$ cat config.mk
export PLATFORM = sky130hd
export DESIGN_NAME = mmu_satp_ctrl
export DESIGN_NICKNAME = d
export VERILOG_FILES = /design/src/rtl/mmu_satp_ctrl.sv
export SDC_FILE = /design/constraint.sdc
export NUM_CORES = 1
export LEC_CHECK = 0
export ABC_CLOCK_PERIOD_IN_PS = 2900
export CORE_MARGIN = 1
export CORE_UTILIZATION = 39
export DETAILED_ROUTE_END_ITERATION = 10
export PLACE_DENSITY = 0.89
export SETUP_SLACK_MARGIN = 0.05
export SLEW_MARGIN = 0
export SYNTH_ARGS = -nofsm -noshare
export SYNTH_HDL_FRONTEND = slang
export SYNTH_SLANG_ARGS = --single-unit
$ cat constraint.sdc
create_clock -name clk -period 2.9 [get_ports clk]
set_input_delay 0.58 -clock clk [delete_from_list [all_inputs] [get_ports clk]]
set_output_delay 0.58 -clock clk [all_outputs]
set_load 0.02 [all_outputs]
$ cat src/rtl/mmu_satp_ctrl.sv
// Multi-context satp register file with WARL MODE legalisation and a
// request/acknowledge TLB flush sequencer for SFENCE.VMA and MODE changes.
module mmu_satp_ctrl #(
    parameter  int XLEN    = 32,
    parameter  int NUM_CTX = 2,
    localparam int CTX_W   = (NUM_CTX > 1) ? $clog2(NUM_CTX) : 1,
    localparam int MODE_W  = (XLEN == 64) ? 4  : 1,
    localparam int ASID_W  = (XLEN == 64) ? 16 : 9,
    localparam int PPN_W   = (XLEN == 64) ? 44 : 22
) (
    input  logic                       clk,
    input  logic                       rst_n,

    input  logic                       csr_read_en_i,
    input  logic [11:0]                csr_raddr_i,
    input  logic [CTX_W-1:0]           csr_rctx_i,
    output logic [XLEN-1:0]            csr_rdata_o,

    input  logic                       csr_write_en_i,
    input  logic [11:0]                csr_waddr_i,
    input  logic [CTX_W-1:0]           csr_wctx_i,
    input  logic [XLEN-1:0]            csr_wdata_i,
    output logic                       csr_write_ready_o,

    input  logic                       sfence_valid_i,
    input  logic [CTX_W-1:0]           sfence_ctx_i,
    input  logic                       sfence_asid_valid_i,
    input  logic [ASID_W-1:0]          sfence_asid_i,
    output logic                       sfence_ready_o,
    output logic                       sfence_done_o,

    output logic                       flush_req_o,
    output logic [CTX_W-1:0]           flush_ctx_o,
    output logic                       flush_all_o,
    output logic [ASID_W-1:0]          flush_asid_o,
    input  logic                       flush_ack_i,

    output logic [NUM_CTX*MODE_W-1:0]  satp_mode_o,
    output logic [NUM_CTX*ASID_W-1:0]  satp_asid_o,
    output logic [NUM_CTX*PPN_W-1:0]   satp_ppn_o
);

    localparam logic [11:0] SATP_ADDR = 12'h180;

    typedef enum logic {
        IDLE  = 1'b0,
        FLUSH = 1'b1
    } state_e;

    state_e            state_q, state_d;
    logic [XLEN-1:0]   satp_q [NUM_CTX];
    logic [XLEN-1:0]   satp_d [NUM_CTX];
    logic              flush_req_q, flush_req_d;
    logic [CTX_W-1:0]  flush_ctx_q, flush_ctx_d;
    logic              flush_all_q, flush_all_d;
    logic [ASID_W-1:0] flush_asid_q, flush_asid_d;
    logic              from_sfence_q, from_sfence_d;
    logic              sfence_done_q, sfence_done_d;

    logic [MODE_W-1:0] wmode;
    logic [MODE_W-1:0] old_mode;
    logic              write_accept;
    logic              mode_change;

    function automatic logic ctx_ok(input logic [CTX_W-1:0] c);
        return 32'(c) < 32'(NUM_CTX);
    endfunction

    // Sv39 only defines Bare (0) and Sv39 (8); every other encoding is dropped.
    function automatic logic mode_legal(input logic [MODE_W-1:0] m);
        if (XLEN == 64) begin
            return (m == MODE_W'(0)) || (m == MODE_W'(8));
        end
        return 1'b1;
    endfunction

    assign csr_write_ready_o = (state_q == IDLE);
    assign sfence_ready_o    = (state_q == IDLE) && !csr_write_en_i;

    assign wmode        = csr_wdata_i[XLEN-1 -: MODE_W];
    assign write_accept = csr_write_en_i && csr_write_ready_o && (csr_waddr_i == SATP_ADDR)
                          && ctx_ok(csr_wctx_i) && mode_legal(wmode);
    assign mode_change  = write_accept && (wmode != old_mode);

    always_comb begin
        old_mode    = '0;
        csr_rdata_o = '0;
        satp_mode_o = '0;
        satp_asid_o = '0;
        satp_ppn_o  = '0;
        for (int i = 0; i < NUM_CTX; i++) begin
            if (csr_wctx_i == CTX_W'(i)) old_mode = satp_q[i][XLEN-1 -: MODE_W];
            if (csr_read_en_i && csr_raddr_i == SATP_ADDR && csr_rctx_i == CTX_W'(i))
                csr_rdata_o = satp_q[i];
            satp_mode_o[i*MODE_W +: MODE_W] = satp_q[i][XLEN-1 -: MODE_W];
            satp_asid_o[i*ASID_W +: ASID_W] = satp_q[i][PPN_W +: ASID_W];
            satp_ppn_o[i*PPN_W +: PPN_W]    = satp_q[i][PPN_W-1:0];
        end
    end

    // NOTE: every signal driven here takes a default first so no latch is inferred.
    always_comb begin
        state_d       = state_q;
        satp_d        = satp_q;
        flush_req_d   = flush_req_q;
        flush_ctx_d   = flush_ctx_q;
        flush_all_d   = flush_all_q;
        flush_asid_d  = flush_asid_q;
        from_sfence_d = from_sfence_q;
        sfence_done_d = 1'b0;

        for (int i = 0; i < NUM_CTX; i++) begin
            if (write_accept && csr_wctx_i == CTX_W'(i)) satp_d[i] = csr_wdata_i;
        end

        case (state_q)
            IDLE: begin
                if (mode_change) begin
                    state_d       = FLUSH;
                    flush_req_d   = 1'b1;
                    flush_ctx_d   = csr_wctx_i;
                    flush_all_d   = 1'b1;
                    flush_asid_d  = '0;
                    from_sfence_d = 1'b0;
                end else if (sfence_valid_i && sfence_ready_o) begin
                    // A context with no satp has nothing cached; acknowledge at once.
                    if (ctx_ok(sfence_ctx_i)) begin
                        state_d       = FLUSH;
                        flush_req_d   = 1'b1;
                        flush_ctx_d   = sfence_ctx_i;
                        flush_all_d   = !sfence_asid_valid_i;
                        flush_asid_d  = sfence_asid_valid_i ? sfence_asid_i : '0;
                        from_sfence_d = 1'b1;
                    end else begin
                        sfence_done_d = 1'b1;
                    end
                end
            end
            FLUSH: begin
                if (flush_ack_i) begin
                    state_d       = IDLE;
                    flush_req_d   = 1'b0;
                    flush_ctx_d   = '0;
                    flush_all_d   = 1'b0;
                    flush_asid_d  = '0;
                    from_sfence_d = 1'b0;
                    sfence_done_d = from_sfence_q;
                end
            end
            default: state_d = IDLE;
        endcase
    end

    // NOTE: sequential state uses non-blocking assignments only.
    always_ff @(posedge clk) begin
        if (!rst_n) begin
            state_q       <= IDLE;
            flush_req_q   <= 1'b0;
            flush_ctx_q   <= '0;
            flush_all_q   <= 1'b0;
            flush_asid_q  <= '0;
            from_sfence_q <= 1'b0;
            sfence_done_q <= 1'b0;
            // NOTE: the satp array is architecturally reset to Bare, so it is a reset flop bank, not a RAM.
            for (int i = 0; i < NUM_CTX; i++) satp_q[i] <= '0;
        end else begin
            state_q       <= state_d;
            flush_req_q   <= flush_req_d;
            flush_ctx_q   <= flush_ctx_d;
            flush_all_q   <= flush_all_d;
            flush_asid_q  <= flush_asid_d;
            from_sfence_q <= from_sfence_d;
            sfence_done_q <= sfence_done_d;
            satp_q        <= satp_d;
        end
    end

    assign flush_req_o   = flush_req_q;
    assign flush_ctx_o   = flush_ctx_q;
    assign flush_all_o   = flush_all_q;
    assign flush_asid_o  = flush_asid_q;
    assign sfence_done_o = sfence_done_q;

endmodule

### M1 wires, run 1

Supply wires on this layer in grey.
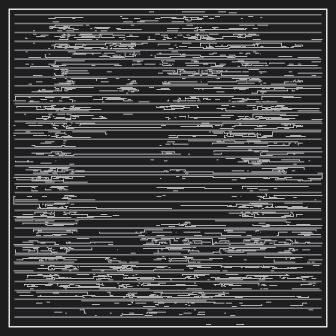
The wires run mostly horizontal. 563 nets have wire on it.
final WL: 11000 um
vias after detailed routing: 3668

### Metal 2, run 1

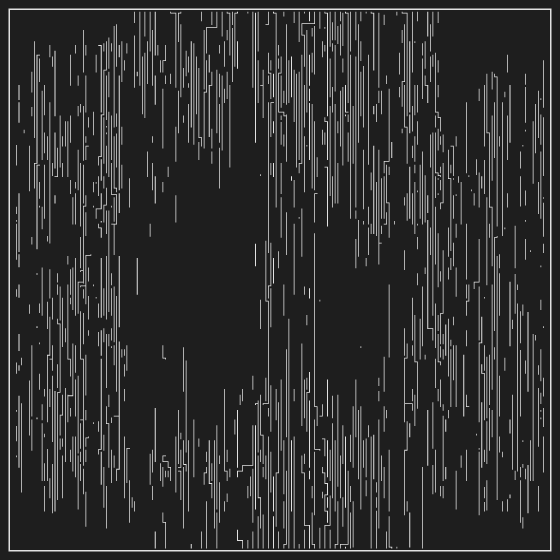
572 nets have wire on it. The layer holds 49% of the routed length.
global routing usage on met2: 0.401

### The metal 3 layer, run 1

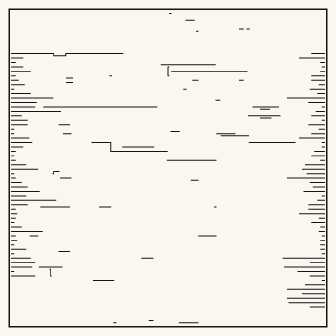
The layer carries 751 um of wire. The longest straight run is 34.5 um. The layer holds 6.8% of the routed length.
met3 Use GR: 0.0527

==> impl_metrics.py, run 1 <==
# Physical implementation metrics
metrics = {
    "floorplanning": {
        "die_y_um": 96.6,
        "chip_area_mm2": 0.00934,
        "ios": 186,
        "fp_util": 0.402,
        "die-width_um": 96.6,
        "core-area_mm2": 0.00868,
    },
    "final_timing": {
        "final.setup.tns_ns": -0.409,
        "whs_ns": 0.438,
        "tightest_slew_ns": 0.859,
        "maxSlewHeadroom": 0.428,
        "setup_violations": 13,
        "finalClockPeriodUsage": 1.02,
        "clock_skew_ns": 0.00947,
        "rsz0062_at_grt": "true",
        "fmax_mhz": 339,
        "final.setup.worst_slack_ns": -0.0529,
    },
    "cells_and_area": {
        "sh_seq_area": 0.275,
        "diodes": 0,
        "clkCellAreaFrac": 0.0328,
        "logic_gates": 289,
        "comb_area_mm2": 0.00173,
        "largestClassByArea": "non-clock buffers",
        "comb_area_share": 0.301,
        "num-clock-buffers": 10,
        "fillers": 678,
        "final-nonclk-buf-share": 0.365,
        "inverters": 5,
        "final_util": 0.664,
        "layout-drive-gt1-share": 0.148,
        "stdcell_count": 701,
        "nNonClkBuffers": 204,
    },
    "critical_path": {
        "crit_required_ns": 2.32,
        "crit_type": "input port to primary output",
        "cp-end-kind": "primary output",
        "reg2reg_slack_ns": 0.98,
        "arrival_ns": 2.37,
        "cp-start-kind": "input port",
        "cp_max_fo": 9,
    },
    "synthesis": {
        "adder_share": 0,
        "ys_top_cells_by_area": "dfxtp_1 (45%), nand2_1 (15%), a21boi_0 (13%)",
        "fp_nets": 481,
        "edf_count": 0,
        "aoi_share": 0.274,
        "synthTopLogicFamily": "AND-OR/OR-AND gates",
        "common_cells": "nand2_1 (142), dfxtp_1 (79), a21boi_0 (60)",
        "ff_type": "dfxtp_1",
        "top_area_cell": "dfxtp_1",
        "ys_ff": 79,
        "syn_inst": 406,
        "syn_avg_cell_area_um2": 8.60,
        "ys_sh_simple": 0.207,
        "mux_area_frac": 0.00287,
        "synth-seq-area-share": 0.453,
        "yosysMostFrequentCell": "nand2_1",
        "synth_area_mm2": 0.00349,
        "yosys_area_mm2": 0.00349,
        "yosys_cells": 406,
    },
    "detailed_routing": {
        "dr_wl_met3_um": 750,
        "top_layer_used": "met4",
        "routedWlPerCell_um": 15.8,
        "ant_nets": 0,
        "wl_met2_um": 5370,
        "dr.pass1.iters": 4,
    },
    "clock_tree": {
        "numCtsBuffers": 9,
        "clkSlewWorstSetupHoldPaths_ns": 0.08,
        "cts_sinks": 79,
        "cts-htree-levels": 3,
        "clockBufferDepth": 2,
    },
    "global_route": {
        "grt_first_pass_wirelength_um": 17400,
        "overflow": 0,
        "met1_usage": 0.261,
        "antenna_found_initial": 0,
        "grt-busiest-layer": "met2",
        "grt_start_max_net_pins": 58,
        "grt_usage": 0.229,
    },
    "placement": {
        "pre_cts_ws_ns": -0.871,
        "post-dp-hpwl_um": 7860,
        "dp.cells": 680,
        "placed_cell_area_mm2": 0.00544,
    },
    "pwr": {
        "p_leak_nw": 2.14,
        "power_switching_w": 0.000487,
        "fin_total_pwr_w": 0.00211,
        "power_density_mw_per_mm2": 365,
        "pwr-share-seq": 0.522,
        "p_int_w": 0.00162,
        "p_sw_frac": 0.231,
        "p_comb_frac": 0.101,
        "vdd_drop_max_uv": 167,
    },
    "run_status": {
        "status": "complete, but fails checks",
        "violations": "negative setup slack",
    },
    "min_path": {
        "hp-class": "flop to flop",
    },
    "job": {
        "tool_warnings": 28,
    },
}
==> run 1: cell families after synthesis <==
| group | Yosys count |
|---|---|
| XOR/XNOR | 1 |
| multiplexers | 1 |
| AND/OR/NAND/NOR | 165 |
| buffers and inverters | 38 |
| flip-flops | 79 |
| AND-OR/OR-AND | 122 |
==> run 1: registers in the layout (all words and copies together), names as in the netlist <==
signal	cells
satp_asid_o	18
flush_all_o	1
satp_ppn_o	44
flush_ctx_o	1
sfence_done_o	1
satp_mode_o	2
flush_req_o	1
state_q	1
flush_asid_o	9
from_sfence_q	1
==> run 1: worst max-delay path, cell delays in order <==
cell and delay (ns):
buf_6 0.09, nor4b_4 0.26, nand4b_1 0.15, or4b_4 0.55
nor2_4 0.15, buf_4 0.15, clkbuf_16 0.16, a22o_1 0.17
buf_6 0.12
==> run 1: what timing repair did <==
| action | in CTS | in global routing |
|---|---|---|
| setup endpoints to repair | 32 | 32 |
| hold buffers | 0 | 0 |
| pin swaps | 10 | 16 |
| endpoints found under the hold margin | 0 | 0 |
| gates resized | 227 | 11 |
| setup buffers | 2 | 2 |
| gates cloned | 1 | 1 |
==> run 1: power groups by stage <==
stage,Sequential [W],Clock (W),Combinational (W)
after CTS,0.00110,0.000812,0.000211
after global placement,0.00112,0,0.000208
after detailed placement,0.00112,0,0.000212
final,0.00110,0.000793,0.000212
after global routing,0.00110,0.000858,0.000225
after floorplan,0.00113,0,0.0000639
==> run 1: worst paths after layout <==
check                               startpoint         endpoint  cells after the start
worst max-delay path            csr_raddr_i[2]   csr_rdata_o[7]                      9
worst min-delay path             from_sfence_q    sfence_done_o                      2
worst max register to register         state_q  flush_asid_o[8]                      5
worst min register to register   from_sfence_q    sfence_done_o                      2
==> run 1 -> run 2 <==
Settings changed: PLACE_DENSITY 0.89 to 0.8.
### Metal 2, run 2

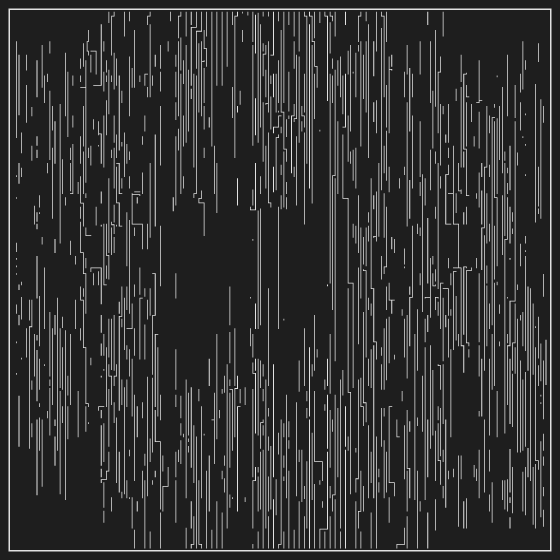
The layer carries 6140 um of wire. The layer holds 51% of the routed length.
vias after detailed routing: 3664
final WL: 12100 um
global routing usage on met2: 0.438

### M1 wires, run 2

Supply wires on this layer in grey.
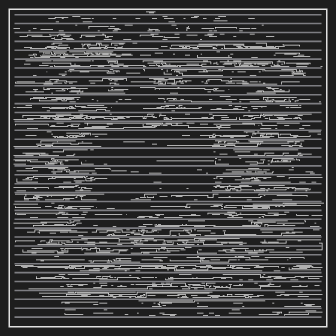
The longest straight run is 36.3 um. The wires run mostly horizontal. 563 nets have wire on it.
met1 usage: 0.322

==> run 2 against run 1 <==
  * The flow still finishes with violations (negative setup slack)
  * Utilization up 1.5 points
  * Critical endpoint is now csr_rdata_o[6]
  * Critical path type unchanged
  * Routed wire length increased by 9.3%
  * Sequential cell count did not move
==> impl_metrics.py, run 2 <==
# Physical implementation metrics
metrics = {
    "run_status": {
        "status": "complete, but fails checks",
        "violations": "negative setup slack",
    },
    "critical_path": {
        "crit_type": "input port to primary output",
        "r2r_start": "state_q",
        "cp-start-kind": "input port",
        "crit_required_ns": 2.32,
        "reg2reg_slack_ns": 0.96,
        "cp-end-kind": "primary output",
        "cp_max_fo": 8,
        "r2r_end": "flush_asid_o[5]",
        "ff2ff_path_depth": 5,
        "arrival_ns": 2.42,
    },
    "cells_and_area": {
        "inverters": 5,
        "largestClassByArea": "non-clock buffers",
        "sh_seq_area": 0.268,
        "final_util": 0.679,
        "largest_reg_flops": 44,
        "nNonClkBuffers": 208,
        "num-clock-buffers": 11,
        "stdcell_count": 705,
        "fillers": 690,
        "clkCellAreaFrac": 0.0338,
        "comb_area_share": 0.294,
        "logic_gates": 289,
        "final-nonclk-buf-share": 0.378,
        "comb_area_mm2": 0.00173,
        "diodes": 0,
        "layout_top_cells": "nand2_1 (142), clkdlybuf4s50_1 (142), dfxtp_1 (79)",
        "layout-drive-gt1-share": 0.156,
    },
    "clock_tree": {
        "cts_sinks": 79,
        "numCtsBuffers": 9,
        "ctsHoldBuffers": 0,
        "cts-htree-levels": 3,
        "clockBufferDepth": 2,
        "clk_latency_ns": 0.33,
        "root_buffer": "clkbuf_8",
        "cts_tree": "done",
        "clkSlewWorstSetupHoldPaths_ns": 0.07,
    },
    "min_path": {
        "hold_start": "from_sfence_q",
        "holdPathEnd": "sfence_done_o",
        "hp-class": "flop to flop",
        "holdPathStages": 2,
    },
    "floorplanning": {
        "n_tap_cell": 108,
        "fp_util": 0.402,
        "rows": 34,
        "core-area_mm2": 0.00868,
        "ios": 186,
        "die-width_um": 96.6,
        "chip_area_mm2": 0.00934,
        "die_y_um": 96.6,
    },
    "final_timing": {
        "whs_ns": 0.434,
        "final.setup.worst_slack_ns": -0.0973,
        "setup_violations": 32,
        "rsz0062_at_grt": "true",
        "clock_skew_ns": 0.00869,
        "maxSlewHeadroom": 0.590,
        "fmax_mhz": 334,
        "tightest_slew_ns": 0.615,
        "hold_violations": 0,
        "finalClockPeriodUsage": 1.03,
        "final.setup.tns_ns": -2.23,
    },
    "synthesis": {
        "edf_count": 0,
        "syn_avg_cell_area_um2": 8.60,
        "ys_top_cells_by_area": "dfxtp_1 (45%), nand2_1 (15%), a21boi_0 (13%)",
        "top_area_cell": "dfxtp_1",
        "ff_type": "dfxtp_1",
        "synthArstFlopShare": 0,
        "ys_ff": 79,
        "syn_inst": 406,
        "synthDistinctLibCells": 33,
        "common_cells": "nand2_1 (142), dfxtp_1 (79), a21boi_0 (60)",
        "yosys_cells": 406,
        "fp_nets": 481,
        "synth-seq-area-share": 0.453,
        "yosys_area_mm2": 0.00349,
        "synth_area_mm2": 0.00349,
        "yosysTopAreaCellShare": 0.453,
        "yosysMostFrequentCell": "nand2_1",
    },
    "detailed_routing": {
        "drt_iter0_markers": 109,
        "routedWlPerCell_um": 17.1,
        "wl_met2_um": 6140,
        "top_layer_used": "met4",
        "ant_nets": 0,
        "dr_wl_met3_um": 830,
        "dr.pass1.iters": 4,
        "drt-vias-per-instance": 5.20,
    },
    "placement": {
        "post-dp-hpwl_um": 7850,
        "dp.cells": 677,
        "pre_cts_ws_ns": -0.766,
        "placed_cell_area_mm2": 0.00542,
    },
    "global_route": {
        "grt_start_max_net_pins": 39,
        "overflow": 0,
        "grt_first_pass_wirelength_um": 19300,
        "antenna_found_initial": 0,
        "grt-busiest-layer": "met2",
        "grt_usage": 0.258,
    },
    "pwr": {
        "vdd_drop_max_uv": 261,
        "p_leak_nw": 2.18,
        "fin_total_pwr_w": 0.00212,
        "power_density_mw_per_mm2": 360,
    },
    "job": {
        "tool_warnings": 28,
        "drv_cap": 0,
    },
}
### The metal 3 layer, run 2

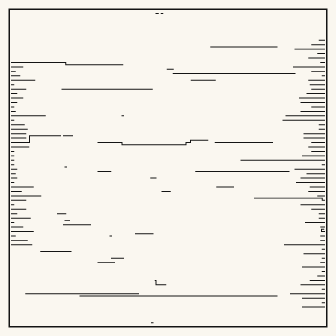
The longest straight run is 60.3 um. The layer carries 830 um of wire. The wires run mostly horizontal. The layer holds 6.9% of the routed length. 125 nets have wire on it.
met3 Use GR: 0.0520

==> run 2: cell types whose count changed in the layout (fill, tap and decap cells not counted), sizes merged <==
cell	previous run	this run
clkinv	4	1
clkinvlp	1	3
clkbuf	11	13
buf	58	62
clkdlybuf4s15	1	0
==> run 2: power breakdown <==
| part | internal [W] | switching, W |
|---|---|---|
| Sequential | 0.00109 | 0.00000615 |
| Combinational | 0.000130 | 0.0000844 |
| Clock | 0.000420 | 0.000387 |
==> run 2: timing repair <==
action / 4_1_cts / 5_1_grt
setup buffers: 9 / 0
endpoints found under the setup margin: 32 / 32
pin swaps: 27 / 24
cloned: 5 / 1
resized: 228 / 17
==> run 2: worst max path at each step <==
stage | from | endpoint | slack [ns] | cells past startpoint
6_report | csr_raddr_i[2] | csr_rdata_o[6] | -0.1 | 10
3_5_place_dp | csr_raddr_i[9] | csr_rdata_o[17] | -0.77 | 8
2_1_floorplan | csr_raddr_i[9] | csr_rdata_o[10] | 0.31 | 6
3_3_place_gp | csr_raddr_i[9] | csr_rdata_o[2] | -0.72 | 8
5_1_grt | csr_raddr_i[4] | csr_rdata_o[20] | -0.14 | 10
4_1_cts | csr_raddr_i[2] | csr_rdata_o[28] | -0.16 | 11
==> run 2: critical path, cell delays in order <==
cell and delay (ns):
buf_6 0.09, nor4b_4 0.26, nand4b_1 0.14, or4b_4 0.52
buf_6 0.14, nor2_4 0.10, buf_6 0.14, buf_12 0.14
a22o_1 0.17, buf_6 0.12
==> run 2: kinds of logic (layout without fill, tap and decap cells) <==
group / count (synthesis) / after routing / share of synthesized area
and+or+nand+nor: 165 / 165 / 0.207
xor gates and xnor gates: 1 / 1 / 0.00251
DFF: 79 / 79 / 0.453
AOI/OAI and AO/OA: 122 / 122 / 0.274
muxes: 1 / 1 / 0.00287
buffers and inverters: 38 / 229 / 0.0598
==> run 2 -> run 3 <==
Settings changed: ABC_CLOCK_PERIOD_IN_PS 2900 to 2700, CORE_UTILIZATION 39 to 36, PLACE_DENSITY 0.8 to 0.78.
Clock period 2.9 ns to 2.7 ns, I/O delays scaled along.
==> run 3 against run 2 <==
  * Count of clock-buffer cells in the layout up 1
  * Worst setup slack got worse by 0.15 ns
  * Global-route usage shrank 3.0 points
  * Routed wire length down 4.7%
  * Critical path type unchanged
  * First-iteration DRC count fell by 6.4%
  * The run still ends with negative setup slack left
  * Sequential cell count did not move
==> impl_metrics.py, run 3 <==
# Physical implementation metrics
metrics = {
    "clock_tree": {
        "clk_latency_ns": 0.35,
        "ctsHoldBuffers": 0,
        "clkSlewWorstSetupHoldPaths_ns": 0.08,
        "cts_tree": "done",
        "cts-resized-gates": 231,
        "cts_sinks": 79,
        "numCtsBuffers": 9,
        "clockBufferDepth": 2,
        "root_buffer": "clkbuf_8",
        "post_cts_buffers": 12,
        "cts-htree-levels": 3,
    },
    "placement": {
        "dp.cells": 702,
        "portBuffers": 185,
        "place_congestion": 0.752,
        "pre_cts_ws_ns": -0.948,
        "post-dp-hpwl_um": 8010,
    },
    "pwr": {
        "pg_comb_w": 0.000228,
        "power_clock_w": 0.000913,
        "pg_seq_w": 0.00118,
        "top_power_group": "sequential cells",
        "pwr-share-seq": 0.509,
        "power_density_mw_per_mm2": 391,
        "p_sw_frac": 0.226,
        "p_clk_frac": 0.393,
        "p_int_w": 0.00180,
        "p_comb_frac": 0.098,
        "vdd_drop_max_uv": 221,
        "power_switching_w": 0.000526,
        "p_leak_nw": 2.22,
    },
    "synthesis": {
        "syn_avg_cell_area_um2": 8.60,
        "yosys_cells": 406,
        "yosysTopAreaCellShare": 0.453,
        "synth_area_mm2": 0.00349,
        "yosys_area_mm2": 0.00349,
        "edf_count": 0,
        "ys_ff": 79,
        "top_area_cell": "dfxtp_1",
        "ys_top_cells_by_area": "dfxtp_1 (45%), nand2_1 (15%), a21boi_0 (13%)",
        "synthDistinctLibCells": 33,
        "yosysMostFrequentCell": "nand2_1",
        "synth_warnings": 0,
        "synthArstFlopShare": 0,
        "synth-seq-area-share": 0.453,
        "fp_nets": 481,
        "common_cells": "nand2_1 (142), dfxtp_1 (79), a21boi_0 (60)",
        "syn_inst": 406,
        "ff_type": "dfxtp_1",
    },
    "final_timing": {
        "clock_skew_ns": 0.0118,
        "finalClockPeriodUsage": 1.09,
        "setup_violations": 32,
        "tightest_slew_ns": 0.744,
        "maxSlewHeadroom": 0.504,
        "final.setup.worst_slack_ns": -0.249,
        "post-route-min-period_ns": 2.95,
        "fmax_mhz": 339,
        "rsz0062_at_grt": "true",
        "hold_violations": 0,
        "finalMaxSlewViolations": 0,
    },
    "cells_and_area": {
        "area_delta_synth_final_pct": 70.0,
        "diodes": 0,
        "layout-drive-gt1-share": 0.166,
        "comb_area_mm2": 0.00173,
        "largest_reg_flops": 44,
        "regArea_mm2": 0.00158,
        "fillers": 786,
        "nets": 674,
        "layout_top_cells": "nand2_1 (142), clkdlybuf4s50_1 (142), dfxtp_1 (79)",
        "stdcell_count": 733,
    },
    "critical_path": {
        "path_cells": "buf_6, nor4b_4, nand4b_1, or4b_4, nor2_4, buf_6, buf_12, clkbuf_16, a22o_1, buf_6",
        "crit_path_top_delay_cell": "or4b_4",
        "cp_num_buf_inv": 5,
        "crit_type": "input port to primary output",
        "cp-start-kind": "input port",
        "arrival_ns": 2.41,
        "crit_family": "simple AND/OR/NAND/NOR gates",
        "max_stage_delay_ns": 0.55,
        "path_common_cell": "buf_6",
        "cp-end-kind": "primary output",
        "crit_required_ns": 2.16,
        "cp_max_fo": 5,
    },
    "floorplanning": {
        "fp_util": 0.374,
        "chip_area_mm2": 0.0101,
        "ios": 186,
        "die-width_um": 100,
        "core-area_mm2": 0.00933,
        "rows": 35,
        "die_y_um": 100,
    },
    "min_path": {
        "hp-class": "flop to flop",
    },
    "detailed_routing": {
        "drt-vias-per-instance": 5.06,
        "wl_met2_um": 5820,
        "dr_wl_met3_um": 721,
        "drc": 0,
        "met1_length_um": 4850,
        "drt_iter0_markers": 102,
        "ant_nets": 0,
        "dr.pass1.iters": 4,
        "top_layer_used": "met4",
    },
    "global_route": {
        "grt_first_pass_wirelength_um": 17900,
        "grt-busiest-layer": "met2",
        "antenna_found_initial": 0,
        "overflow": 0,
        "grt_start_max_net_pins": 91,
        "grt_pass1_vias": 3654,
        "met2_usage": 0.420,
    },
    "job": {
        "drv_cap": 0,
        "tool_warnings": 28,
    },
    "run_status": {
        "status": "complete, but fails checks",
        "violations": "negative setup slack",
    },
}
-- run 3: cell count changes in the layout (fill, tap and decap cells not counted), moves of 2 or more --
cell,before,now
buf_16,3,1
buf_4,7,14
buf_12,7,5
clkinvlp_4,3,0
buf_8,0,2
-- run 3: cells by family (layout without fill, tap and decap cells) --
family,Yosys count,in the layout,share of synthesized area
AOI/OAI and AO/OA,122,122,0.274
xor gates and xnor gates,1,1,0.00251
buffers and inverters,38,236,0.0598
DFF,79,79,0.453
muxes,1,1,0.00287
and+or+nand+nor,165,165,0.207
-- run 3: through the flow --
| stage | hold slack, ns | area [um^2] | util | total power, W | TNS (ns) |
|---|---|---|---|---|---|
| after global placement | 0.423 | 5480 | 0.587 | 0.00143 | -26.07 |
| final | 0.444 | 5940 | 0.636 | 0.00232 | -5.11 |
| after detailed placement | 0.419 | 5480 | 0.587 | 0.00144 | -29.41 |
| after global routing | 0.463 | 5940 | 0.636 | 0.00241 | -6.97 |
| after floorplan | 0.410 | 3490 | - | 0.00129 | 0 |
| after CTS | 0.445 | 5880 | 0.630 | 0.00235 | -5.59 |
-- run 3: worst paths after layout --
check | start | endpoint | slack (ns) | depth (start not counted)
worst max register to register | state_q | flush_asid_o[1] | 0.75 | 5
worst max-delay path | csr_raddr_i[9] | csr_rdata_o[16] | -0.25 | 10
worst min-delay path | from_sfence_q | sfence_done_o | 0.44 | 2
worst min register to register | from_sfence_q | sfence_done_o | 0.44 | 2
-- run 3: final cells by class --
| cell class | count | share of cell area |
|---|---|---|
| Clock buffer | 12 | 0.0261 |
| Timing Repair Buffer | 215 | 0.376 |
| Clock inverter | 4 | 0.00885 |
| Multi-Input combinational cell | 289 | 0.292 |
| Inverter | 5 | 0.00316 |
| Sequential cell | 79 | 0.266 |
| Tap cell | 129 | 0.0272 |
### The metal 3 layer, run 3

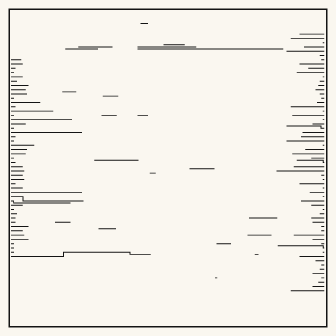
The layer holds 6.3% of the routed length. The layer carries 721 um of wire. The longest straight run is 46.0 um. The wires run mostly horizontal. 121 nets have wire on it.
met3 Use GR: 0.0541
vias after detailed routing: 3706

### M1 wires, run 3

Supply wires on this layer in grey.
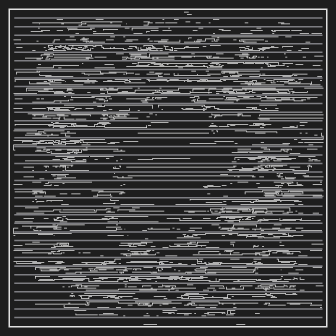
The wires run mostly horizontal. The layer carries 4850 um of wire. 586 nets have wire on it. The layer holds 42% of the routed length. The longest straight run is 40.0 um.
met1 usage: 0.262
final WL: 11500 um

### Wire density map, run 3

Bar = 20 um. 20 x 20 tiles, from dark purple (low) to yellow (high), scaled to the fullest tile. Values are wire area over tile area, all layers added.
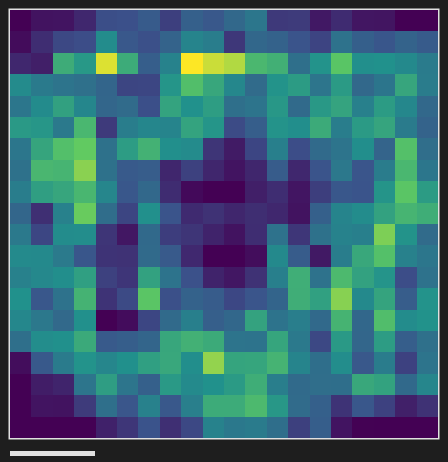
25% of the tiles are over half the peak. The mean over all tiles is 0.18. The emptiest ninth of the die: centre. 4.5% of the tiles are nearly empty. The fullest tile reaches 0.49.
post-DR wirelength/cell: 15.7 um
GR Util All Layers: 0.228

No activity file was given, so power comes from the tool's default toggle rates.
